===== config.mk =====
export PLATFORM = sky130hd
export DESIGN_NAME = burst_frame_extractor
export DESIGN_NICKNAME = d
export VERILOG_FILES = /design/src/rtl/burst_frame_extractor_pkg.sv /design/src/rtl/burst_frame_extractor_header_checker.sv /design/src/rtl/reset_sync.sv /design/src/rtl/burst_frame_extractor.sv
export SDC_FILE = /design/constraint.sdc
export NUM_CORES = 1
export LEC_CHECK = 0
export CAP_MARGIN = 20
export CORE_ASPECT_RATIO = 0.5
export CORE_MARGIN = 3
export CORE_UTILIZATION = 35
export DETAILED_ROUTE_END_ITERATION = 10
export SYNTH_ARGS = -nofsm -noshare
export SYNTH_HDL_FRONTEND = slang
export SYNTH_SLANG_ARGS = --single-unit

===== constraint.sdc =====
create_clock -name in_clock -period 6.1 [get_ports in_clock]
set_clock_uncertainty 0.1 [all_clocks]
set_input_delay 1.22 -clock in_clock [delete_from_list [all_inputs] [get_ports in_clock]]
set_output_delay 1.22 -clock in_clock [all_outputs]
set_load 0.02 [all_outputs]

===== src/rtl/burst_frame_extractor_pkg.sv =====
// Shared types and helpers for upstream burst delineation.
// Latency: n/a (types, constants and pure functions only).
// Backpressure: n/a.
package burst_frame_extractor_pkg;

    // Burst delineation states: search for a syncword, wait out the
    // detect-to-data gap, parse the header, stream payload, then hold off.
    typedef enum logic [2:0] {
        ST_SEARCH  = 3'd0,
        ST_ALIGN   = 3'd1,
        ST_HEADER  = 3'd2,
        ST_PAYLOAD = 3'd3,
        ST_GUARD   = 3'd4
    } state_e;

    // Header word layout: {length[15:0], onu_id[7:0], check[7:0]}
    localparam int HDR_LEN_MSB = 31;
    localparam int HDR_LEN_LSB = 16;
    localparam int HDR_ONU_MSB = 15;
    localparam int HDR_ONU_LSB = 8;
    localparam int HDR_CHK_MSB = 7;
    localparam int HDR_CHK_LSB = 0;

    // Check byte is the XOR of the three upper header bytes.
    function automatic logic [7:0] hdr_check(input logic [31:0] hdr);
        return hdr[31:24] ^ hdr[23:16] ^ hdr[15:8];
    endfunction

    // Saturating 16-bit increment used by the statistics counters.
    function automatic logic [15:0] sat_inc16(input logic [15:0] val);
        return (val == 16'hFFFF) ? val : val + 16'd1;
    endfunction

endpackage


===== src/rtl/burst_frame_extractor_header_checker.sv =====
// Splits a burst header word into fields and judges whether it is acceptable.
// Latency: combinational.
// Backpressure: n/a.
module burst_header_checker
    import burst_frame_extractor_pkg::*;
#(
    parameter int MAX_BURST_WORDS = 4096
) (
    input  logic [31:0] hdr_i,
    output logic [15:0] length_o,
    output logic [7:0]  onu_id_o,
    output logic        hdr_ok_o
);

    localparam logic [31:0] MAX_LEN = 32'(MAX_BURST_WORDS);

    logic       chk_ok;
    logic       len_ok;

    assign length_o = hdr_i[HDR_LEN_MSB:HDR_LEN_LSB];
    assign onu_id_o = hdr_i[HDR_ONU_MSB:HDR_ONU_LSB];

    // Header is accepted only with a matching check byte and a legal, non-zero length
    always_comb begin
        chk_ok   = (hdr_i[HDR_CHK_MSB:HDR_CHK_LSB] == hdr_check(hdr_i));
        len_ok   = (length_o != 16'd0) && ({16'd0, length_o} <= MAX_LEN);
        hdr_ok_o = chk_ok && len_ok;
    end

endmodule


===== src/rtl/reset_sync.sv =====
// Reset synchronizer: asserts asynchronously, releases on the second clock edge.
// Latency: assertion immediate, deassertion 2 clock cycles.
// Backpressure: n/a.
module reset_sync (
    input  logic clk_i,
    input  logic rst_i,
    output logic rst_o
);

    logic [1:0] sync_q;

    // Two-stage shift so the released reset edge is clean in the clk_i domain
    always_ff @(posedge clk_i or posedge rst_i) begin
        if (rst_i) begin
            sync_q <= 2'b11;
        end else begin
            sync_q <= {sync_q[0], 1'b0};
        end
    end

    assign rst_o = sync_q[1];

endmodule


===== src/rtl/burst_frame_extractor.sv =====
// Delineates one upstream burst: syncword detect, header parse, framed payload out.
// Latency: payload word appears on out_data one cycle after it is on in_data.
// Backpressure: none; payload streams one word per cycle, no ready input.
module burst_frame_extractor
    import burst_frame_extractor_pkg::*;
#(
    parameter int DETECT_TO_DATA_DELAY = 8,
    parameter int MAX_BURST_WORDS      = 4096,
    parameter int GUARD_WORDS          = 4
) (
    input  logic        in_clock,
    input  logic        in_reset,
    input  logic [31:0] in_data,
    input  logic        in_detected,
    output logic        out_sync_enable,
    output logic [31:0] out_data,
    output logic        out_valid,
    output logic        out_sop,
    output logic        out_eop,
    output logic [7:0]  out_onu_id,
    output logic        out_hdr_error,
    output logic [15:0] out_burst_count,
    output logic [15:0] out_error_count
);

    localparam logic [3:0] DLY_LOAD   = 4'(DETECT_TO_DATA_DELAY - 1);
    localparam logic [3:0] GUARD_LOAD = (GUARD_WORDS > 0) ? 4'(GUARD_WORDS - 1) : 4'd0;
    // With no guard interval the search window re-opens right after the burst.
    localparam state_e     POST_ST    = (GUARD_WORDS == 0) ? ST_SEARCH : ST_GUARD;

    logic        rst_sync;

    state_e      state_q, state_d;
    logic [3:0]  dly_q, dly_d;
    logic [3:0]  guard_q, guard_d;
    logic [15:0] remaining_q, remaining_d;
    logic        first_q, first_d;
    logic [7:0]  onu_q, onu_d;
    logic [31:0] data_q, data_d;
    logic        valid_q, valid_d;
    logic        sop_q, sop_d;
    logic        eop_q, eop_d;
    logic        hdr_err_q, hdr_err_d;
    logic [15:0] burst_cnt_q, burst_cnt_d;
    logic [15:0] err_cnt_q, err_cnt_d;

    logic [15:0] hdr_len;
    logic [7:0]  hdr_onu;
    logic        hdr_ok;

    reset_sync u_reset_sync (
        .clk_i (in_clock),
        .rst_i (in_reset),
        .rst_o (rst_sync)
    );

    burst_header_checker #(
        .MAX_BURST_WORDS (MAX_BURST_WORDS)
    ) u_header_checker (
        .hdr_i    (in_data),
        .length_o (hdr_len),
        .onu_id_o (hdr_onu),
        .hdr_ok_o (hdr_ok)
    );

    // Next-state logic: burst delineation FSM plus framing and counter updates
    always_comb begin
        state_d     = state_q;
        dly_d       = dly_q;
        guard_d     = guard_q;
        remaining_d = remaining_q;
        first_d     = first_q;
        onu_d       = onu_q;
        data_d      = data_q;
        valid_d     = 1'b0;
        sop_d       = 1'b0;
        eop_d       = 1'b0;
        hdr_err_d   = 1'b0;
        burst_cnt_d = burst_cnt_q;
        err_cnt_d   = err_cnt_q;

        case (state_q)
            ST_SEARCH: begin
                if (in_detected) begin
                    state_d = ST_ALIGN;
                    dly_d   = DLY_LOAD;
                end
            end
            ST_ALIGN: begin
                // Extra detects are ignored; the bit shift is already frozen.
                if (dly_q == 4'd0) begin
                    state_d = ST_HEADER;
                end else begin
                    dly_d = dly_q - 4'd1;
                end
            end
            ST_HEADER: begin
                if (!hdr_ok) begin
                    hdr_err_d = 1'b1;
                    err_cnt_d = sat_inc16(err_cnt_q);
                    guard_d   = GUARD_LOAD;
                    state_d   = POST_ST;
                end else begin
                    onu_d       = hdr_onu;
                    remaining_d = hdr_len - 16'd1;
                    first_d     = 1'b1;
                    state_d     = ST_PAYLOAD;
                end
            end
            ST_PAYLOAD: begin
                data_d  = in_data;
                valid_d = 1'b1;
                sop_d   = first_q;
                first_d = 1'b0;
                if (remaining_q == 16'd0) begin
                    eop_d       = 1'b1;
                    burst_cnt_d = sat_inc16(burst_cnt_q);
                    guard_d     = GUARD_LOAD;
                    state_d     = POST_ST;
                end else begin
                    remaining_d = remaining_q - 16'd1;
                end
            end
            ST_GUARD: begin
                // A detect arriving on the last guard cycle is deliberately dropped.
                if (guard_q == 4'd0) begin
                    state_d = ST_SEARCH;
                end else begin
                    guard_d = guard_q - 4'd1;
                end
            end
            default: begin
                state_d = ST_SEARCH;
            end
        endcase
    end

    // State, counters and registered outputs; reset abandons any partial burst
    always_ff @(posedge in_clock or posedge rst_sync) begin
        if (rst_sync) begin
            state_q     <= ST_SEARCH;
            dly_q       <= 4'd0;
            guard_q     <= 4'd0;
            remaining_q <= 16'd0;
            first_q     <= 1'b0;
            onu_q       <= 8'd0;
            data_q      <= 32'd0;
            valid_q     <= 1'b0;
            sop_q       <= 1'b0;
            eop_q       <= 1'b0;
            hdr_err_q   <= 1'b0;
            burst_cnt_q <= 16'd0;
            err_cnt_q   <= 16'd0;
        end else begin
            state_q     <= state_d;
            dly_q       <= dly_d;
            guard_q     <= guard_d;
            remaining_q <= remaining_d;
            first_q     <= first_d;
            onu_q       <= onu_d;
            data_q      <= data_d;
            valid_q     <= valid_d;
            sop_q       <= sop_d;
            eop_q       <= eop_d;
            hdr_err_q   <= hdr_err_d;
            burst_cnt_q <= burst_cnt_d;
            err_cnt_q   <= err_cnt_d;
        end
    end

    assign out_sync_enable = (state_q == ST_SEARCH);
    assign out_data        = data_q;
    assign out_valid       = valid_q;
    assign out_sop         = sop_q;
    assign out_eop         = eop_q;
    assign out_onu_id      = onu_q;
    assign out_hdr_error   = hdr_err_q;
    assign out_burst_count = burst_cnt_q;
    assign out_error_count = err_cnt_q;

endmodule

**Run 1: placed standard cells**

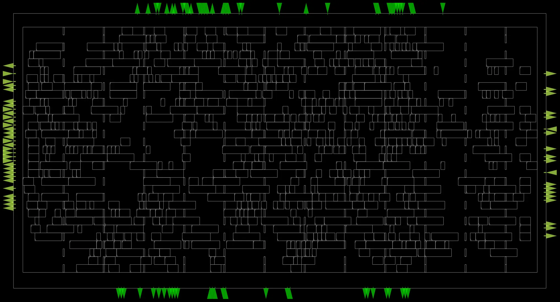
Post-Layout Cell Count: 905
Seq cells: 106
Seq/total area: 0.378
layout filler cell count: 1468

**Run 1: register map, names as in the netlist**

Drawn at 2 px/um.
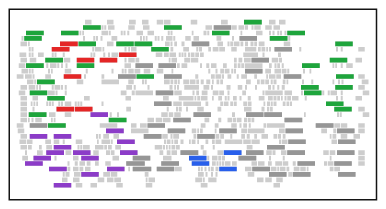
dly_q -> blue  # flops 4, where south
out_onu_id -> red  # flops 8
out_data -> green  # flops 32
out_burst_count -> purple  # flops 16, where south-west
not colored = 46

==> flow_metrics.tcl, run 1 <==
# implementation run metrics
set metrics [dict create \
    status "completed" \
    hold_class "reg2async" \
    clk_pin_slew_ns 0.08 \
    crit_type "in2reg" \
    timing.final.ws_setup_ns 1.87 \
    edf_count 0 \
    r2r-end "remaining_q[14]" \
    layout.cells.most_common "nand2_1" \
    rsz0062_at_grt "false" \
    ant_nets 0 \
    ys_sh_simple 0.267 \
    grt_max_degree 66 \
    final.setup.tns_ns 0 \
    initial_core_util 0.368 \
    clk_share 0.0408 \
    drt_pass1_iterations 5 \
    internal_power_uw 1650 \
    overflow 0 \
    clkPwrFrac 0.210 \
    die_w_um 183 \
    period_needed_ns 4.23 \
    wl_met2_mm 5.98 \
    ys_sh_xor 0.0960 \
    slew_violations 0 \
    timing.rr.start "state_q[0]" \
    p_seq_frac 0.409 \
    ys_seq_share 0.485 \
    tap_cells 198 \
    setup_viol 0 \
    relSlewSlack 0.391 \
    insertion_delay_ns 0.35 \
    area_delta_synth_final_pct 28.2 \
    post_cts_resized 0 \
    clkSinkCount 106 \
    routed.top_layer "met4" \
    required_ns 6.23 \
    tool_warnings 26 \
    yosys_warnings 0 \
    worstPathMaxFanout 18 \
    p_sw_uw 1040 \
]
**Run 1: I/O nets highlighted**

Drawn at 3 px/um.
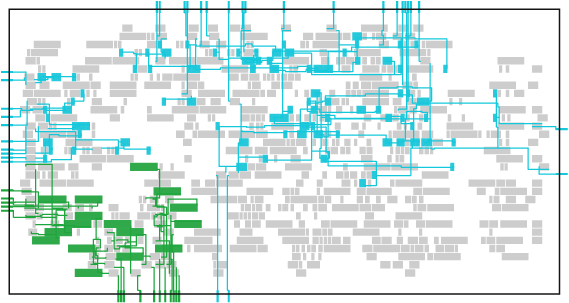
out_burst_count -> green  # bits 16, direction output, edge 11 south, 5 west, end cells 16, wire 653 um
in_data -> cyan  # bits 32, direction input, edge 18 north, 10 west, 2 south, 2 east, end cells 96, wire 1970 um
I/O Buffers: 111
Ports: 112

**Run 1: cells colored by class**

Drawn at 2 px/um.
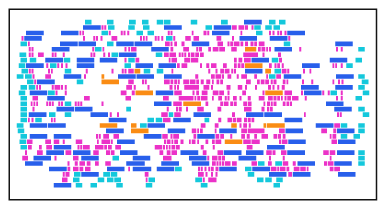
remaining buffers and delay cells -> cyan  # cells 114
clock drivers and dummy loads -> orange  # cells 16
remaining logic cells -> magenta  # cells 471
registers -> blue  # cells 106
core area: 0.0149 mm^2
fin util: 0.471
row cnt: 31
final instance area: 0.00702 mm^2

-- run 1: Yosys cell counts (2+ instances only) --
library cell / n / area share
nand2_1: 171 / 0.12
dfrtp_1: 104 / 0.48
xnor2_1: 50 / 0.080
nor2_1: 29 / 0.020
nand3_1: 23 / 0.021
nor3_1: 22 / 0.020
a21oi_1: 21 / 0.019
o21ai_0: 16 / 0.015
inv_1: 15 / 0.010
clkbuf_1: 12 / 0.0082
nand4_1: 12 / 0.014
xor2_1: 10 / 0.016
buf_2: 9 / 0.0082
nand2b_1: 9 / 0.010
and2_1: 5 / 0.0057
buf_1: 5 / 0.0034
ha_1: 5 / 0.011
nand3b_1: 5 / 0.0069
nor4_1: 5 / 0.0057
o22ai_1: 5 / 0.0057
and4_1: 4 / 0.0064
mux2_2: 4 / 0.0082
mux2i_1: 4 / 0.0073
a211oi_1: 3 / 0.0041
a21boi_0: 3 / 0.0041
a32oi_1: 3 / 0.0048
nor3_2: 3 / 0.0055
nor4_4: 3 / 0.012
o21a_1: 3 / 0.0041
o41ai_1: 3 / 0.0048
or3_1: 3 / 0.0034
and3_1: 2 / 0.0023
dfstp_2: 2 / 0.0096
nor2b_1: 2 / 0.0023
nor3b_1: 2 / 0.0027
o221a_2: 2 / 0.0041
-- run 1: power by group through the flow --
stage | clock [uW] | sequential (uW) | combinational (uW)
detailed placement | 0 | 1110 | 1030
CTS | 585 | 1100 | 1030
global placement | 0 | 1100 | 1010
floorplan | 0 | 1200 | 506
global route | 618 | 1130 | 1130
finish | 564 | 1100 | 1020
-- run 1: per-layer routing --
metal	GRT usage	up-vias
met5	0	-
met4	0.0329	0
met3	0.0423	11
met2	0.243	119
met1	0.256	2136
li1	-	2239
**Run 1: clock distribution**

Drawn at 2 px/um.
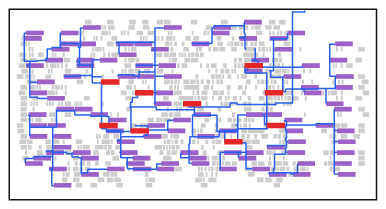

## Run 2: what changed since run 1
==> constraint.sdc (replaced) <==
create_clock -name in_clock -period 3.7 [get_ports in_clock]
set_clock_uncertainty 0.1 [all_clocks]
set_input_delay 0.74 -clock in_clock [delete_from_list [all_inputs] [get_ports in_clock]]
set_output_delay 0.74 -clock in_clock [all_outputs]
set_load 0.02 [all_outputs]
**Run 2: clock distribution**

Drawn at 2 px/um.
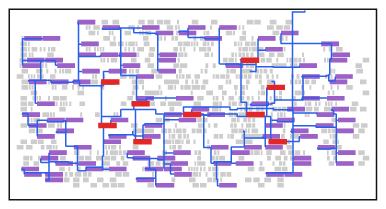
clock-net drivers -> red  # count 9
flip-flops -> purple  # count 106
clock wires -> blue  # length 1450 um
flops lie = widely spread
routed clock nets = 10
Clk pwr share: 0.222
clk pwr: 1010 uW
Late-Pin Clk Latency: 0.35 ns

==> run 2 against run 1 <==
  * Synthesized cell count did not move
  * Combinational power increased by 72%
  * Routed wire length increased by 6.0%
  * Sequential power is 63% higher
  * Largest cell class unchanged
  * Largest power group unchanged
==> flow_metrics.tcl, run 2 <==
# implementation run metrics
set metrics [dict create \
    final.setup.tns_ns 0 \
    ant_nets 0 \
    yosys_warnings 0 \
    clkSinkCount 106 \
    clk_pin_slew_ns 0.07 \
    relSlewSlack 0.606 \
    grt_max_degree 53 \
    post_cts_resized 0 \
    io_buffers 111 \
    core_area_mm2 0.0149 \
    p_seq_frac 0.393 \
    period_needed_ns 3.24 \
    required_ns 3.84 \
    edf_count 0 \
    ys_top_cells_by_area "dfrtp_1, nand2_1, xnor2_1" \
    yosys.area.top_type "dfrtp_1" \
    r2r-end "remaining_q[4]" \
    most_common_cell "nand2_1" \
    ys_sh_xor 0.0960 \
    layout.cells.most_common "nand2_1" \
    p_sw_uw 1750 \
    ys_top_cells_by_count "nand2_1, dfrtp_1, xnor2_1, nor2_1, nand3_1" \
    seq_power_uw 1790 \
    slew_violations 0 \
    ys_sh_simple 0.267 \
    maxPowerGroup "registers" \
    p_comb_uw 1750 \
    rsz0062_at_grt "false" \
    ys_seq_share 0.485 \
    overflow 0 \
    hold_class "reg2async" \
    drt_pass1_iterations 4 \
    crit_type "in2reg" \
    rows 31 \
    status "completed" \
]
**Run 2: I/O nets highlighted**

Drawn at 3 px/um.
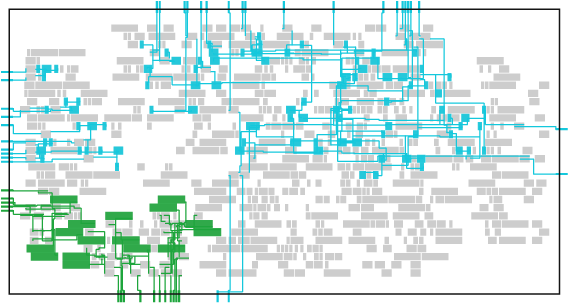

-- run 2: final cells by class --
| cell class | instances | area [um^2] |
|---|---|---|
| Multi-Input combinational cell | 456 | 2640 |
| Inverter | 15 | 58.8 |
| Clock buffer | 9 | 225 |
| Sequential cell | 106 | 2660 |
| Tap cell | 198 | 248 |
| Clock inverter | 7 | 85.1 |
| Timing Repair Buffer | 129 | 1260 |
| Fill cell | 1453 | 7720 |
-- run 2: cell families (layout without fill, tap and decap cells) --
| family | count (synthesis) | after routing |
|---|---|---|
| AND-OR/OR-AND | 75 | 75 |
| adder cells (fa/ha/maj) | 5 | 5 |
| AND/OR/NAND/NOR | 307 | 307 |
| flip-flops | 106 | 106 |
| buffers and inverters | 43 | 160 |
| multiplexers | 8 | 8 |
| other | 1 | 1 |
| XOR/XNOR | 60 | 60 |
-- run 2: per-stage QoR --
| step | cells | util | cell area, um^2 |
|---|---|---|---|
| finish | 920 | 0.481 | 7170 |
| global placement | 904 | 0.461 | 6860 |
| floorplan | 605 | - | 5480 |
| CTS | 920 | 0.481 | 7170 |
| global route | 920 | 0.481 | 7170 |
| detailed placement | 904 | 0.461 | 6860 |
-- run 2: routing by layer --
| layer | track usage | wire length (um) | share of wire |
|---|---|---|---|
| met3 | 0.0419 | 888 | 0.059 |
| met2 | 0.255 | 6370 | 0.43 |
| met4 | 0.0393 | 117 | 0.0078 |
| met1 | 0.264 | 7580 | 0.51 |
| met5 | 0 | 0 | 0 |
-- run 2: worst max-delay path: stages --
cell             delay (ns)
clkdlybuf4s50_1        0.62
nor3_1                 0.45
nand4_1                0.19
xnor2_1                0.21
nor4_4                 0.21
buf_12                 0.18
nor2_2                 0.05
nand2_1                0.12
inv_1                  0.08
or2_1                  0.24
mux2_2                 0.26
## Run 3: what changed since run 2
--- a/config.mk
+++ b/config.mk
@@ -5,7 +5,6 @@
 export SDC_FILE = /design/constraint.sdc
 export NUM_CORES = 1
 export LEC_CHECK = 0
-export CAP_MARGIN = 20
 export CORE_ASPECT_RATIO = 0.5
 export CORE_MARGIN = 3
 export CORE_UTILIZATION = 35
**Run 3: placed standard cells**

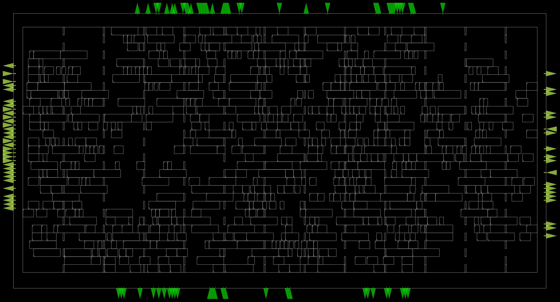
Seq/total area: 0.370
Post-Layout Cell Count: 920
layout filler cell count: 1453

==> run 3 against run 2 <==
  * Die area did not move
  * Clock power barely moved
  * Flip-flop count did not move
  * Power is the same
  * Combinational power hardly changed
  * Setup slack stayed put
  * Critical endpoint unchanged
  * Critical path type unchanged
  * Synthesized cell count is the same
  * Routed wire length unchanged
  * Non-clock buffer count is the same
==> flow_metrics.tcl, run 3 <==
# implementation run metrics
set metrics [dict create \
    status "completed" \
    r2r-end "remaining_q[4]" \
    cp_slowest_stage_delay_ns 0.62 \
    required_ns 3.84 \
    ys_seq_share 0.485 \
    post_cts_resized 0 \
    core_area_mm2 0.0149 \
    placed_area_mm2 0.00686 \
    cp_slowest_cell "clkdlybuf4s50_1" \
    ys_top_cells_by_area "dfrtp_1, nand2_1, xnor2_1" \
    layout.cells.most_common "nand2_1" \
    yosys.area.top_type "dfrtp_1" \
    combGateArea_mm2 0.00264 \
    path_buffers 3 \
    edf_count 0 \
    most_common_cell "nand2_1" \
    hold_class "reg2async" \
    insertion_delay_ns 0.35 \
    crit_chain "clkdlybuf4s50_1 > nor3_1 > nand4_1 > xnor2_1 > nor4_4 > buf_12 > nor2_2 > nand2_1 > inv_1 > or2_1 > mux2_2" \
    final.setup.tns_ns 0 \
    ant_nets 0 \
]
**Run 3: register map, names as in the netlist**

Drawn at 2 px/um.
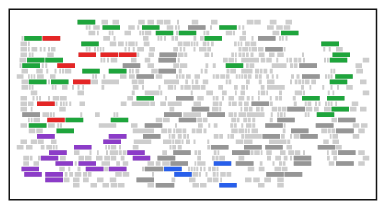
out_onu_id -> red  # flops 8
out_data -> green  # flops 32
dly_q -> blue  # flops 4, where south
out_burst_count -> purple  # flops 16, where south-west
not colored = 46

run 3: cell counts after synthesis:
No cell type changed its count.
run 3: area by class of cell:
class,count,share of cell area
well taps,198,0.0345
flip-flops and latches,106,0.370
clock inverters,7,0.0119
clock buffers,9,0.0314
inverters,15,0.00820
repair buffers,129,0.176
multi-input cells,456,0.368
run 3: worst max path at each step:
stage | startpoint | end | slack (ns) | cells past startpoint
2_1_floorplan | u_reset_sync.sync_q[1] | dly_q[0] | 0.53 | 1
6_report | in_data[21] | guard_q[0] | 0.46 | 11
5_1_grt | in_data[21] | out_error_count[13] | 0.19 | 9
3_5_place_dp | in_data[21] | guard_q[0] | 0.13 | 11
4_1_cts | in_data[21] | guard_q[0] | 0.50 | 11
3_3_place_gp | in_data[21] | out_error_count[13] | 0.16 | 9
run 3: logic make-up after synthesis:
logic type                 count (synthesis)
buffers and inverters                     43
adders and majority gates                  5
xor gates and xnor gates                  60
muxes                                      8
DFF                                      106
and+or+nand+nor                          307
AOI/OAI and AO/OA                         75
other                                      1
run 3: layer usage:
layer,part of all wire,track usage,wire (um),up-vias
met5,0,0,0,-
met3,0.059,0.0419,888,10
met4,0.0078,0.0393,117,0
met2,0.43,0.255,6370,140
met1,0.51,0.264,7580,2257
li1,-,-,-,2271
run 3: power groups by stage:
| stage | sequential (uW) | combinational, uW | clock, uW |
|---|---|---|---|
| floorplan | 1980 | 833 | 0 |
| global placement | 1800 | 1740 | 0 |
| detailed placement | 1810 | 1760 | 0 |
| CTS | 1790 | 1770 | 1040 |
| global route | 1840 | 1920 | 1090 |
| finish | 1790 | 1750 | 1010 |
run 3: per-stage QoR:
stage / setup WS [ns] / std cells
after floorplan: 0.532 / 605
after global placement: 0.160 / 904
after detailed placement: 0.133 / 904
after CTS: 0.497 / 920
after global routing: 0.192 / 920
final: 0.458 / 920
Power figures rest on the tool's default switching activity, not on a simulated workload.
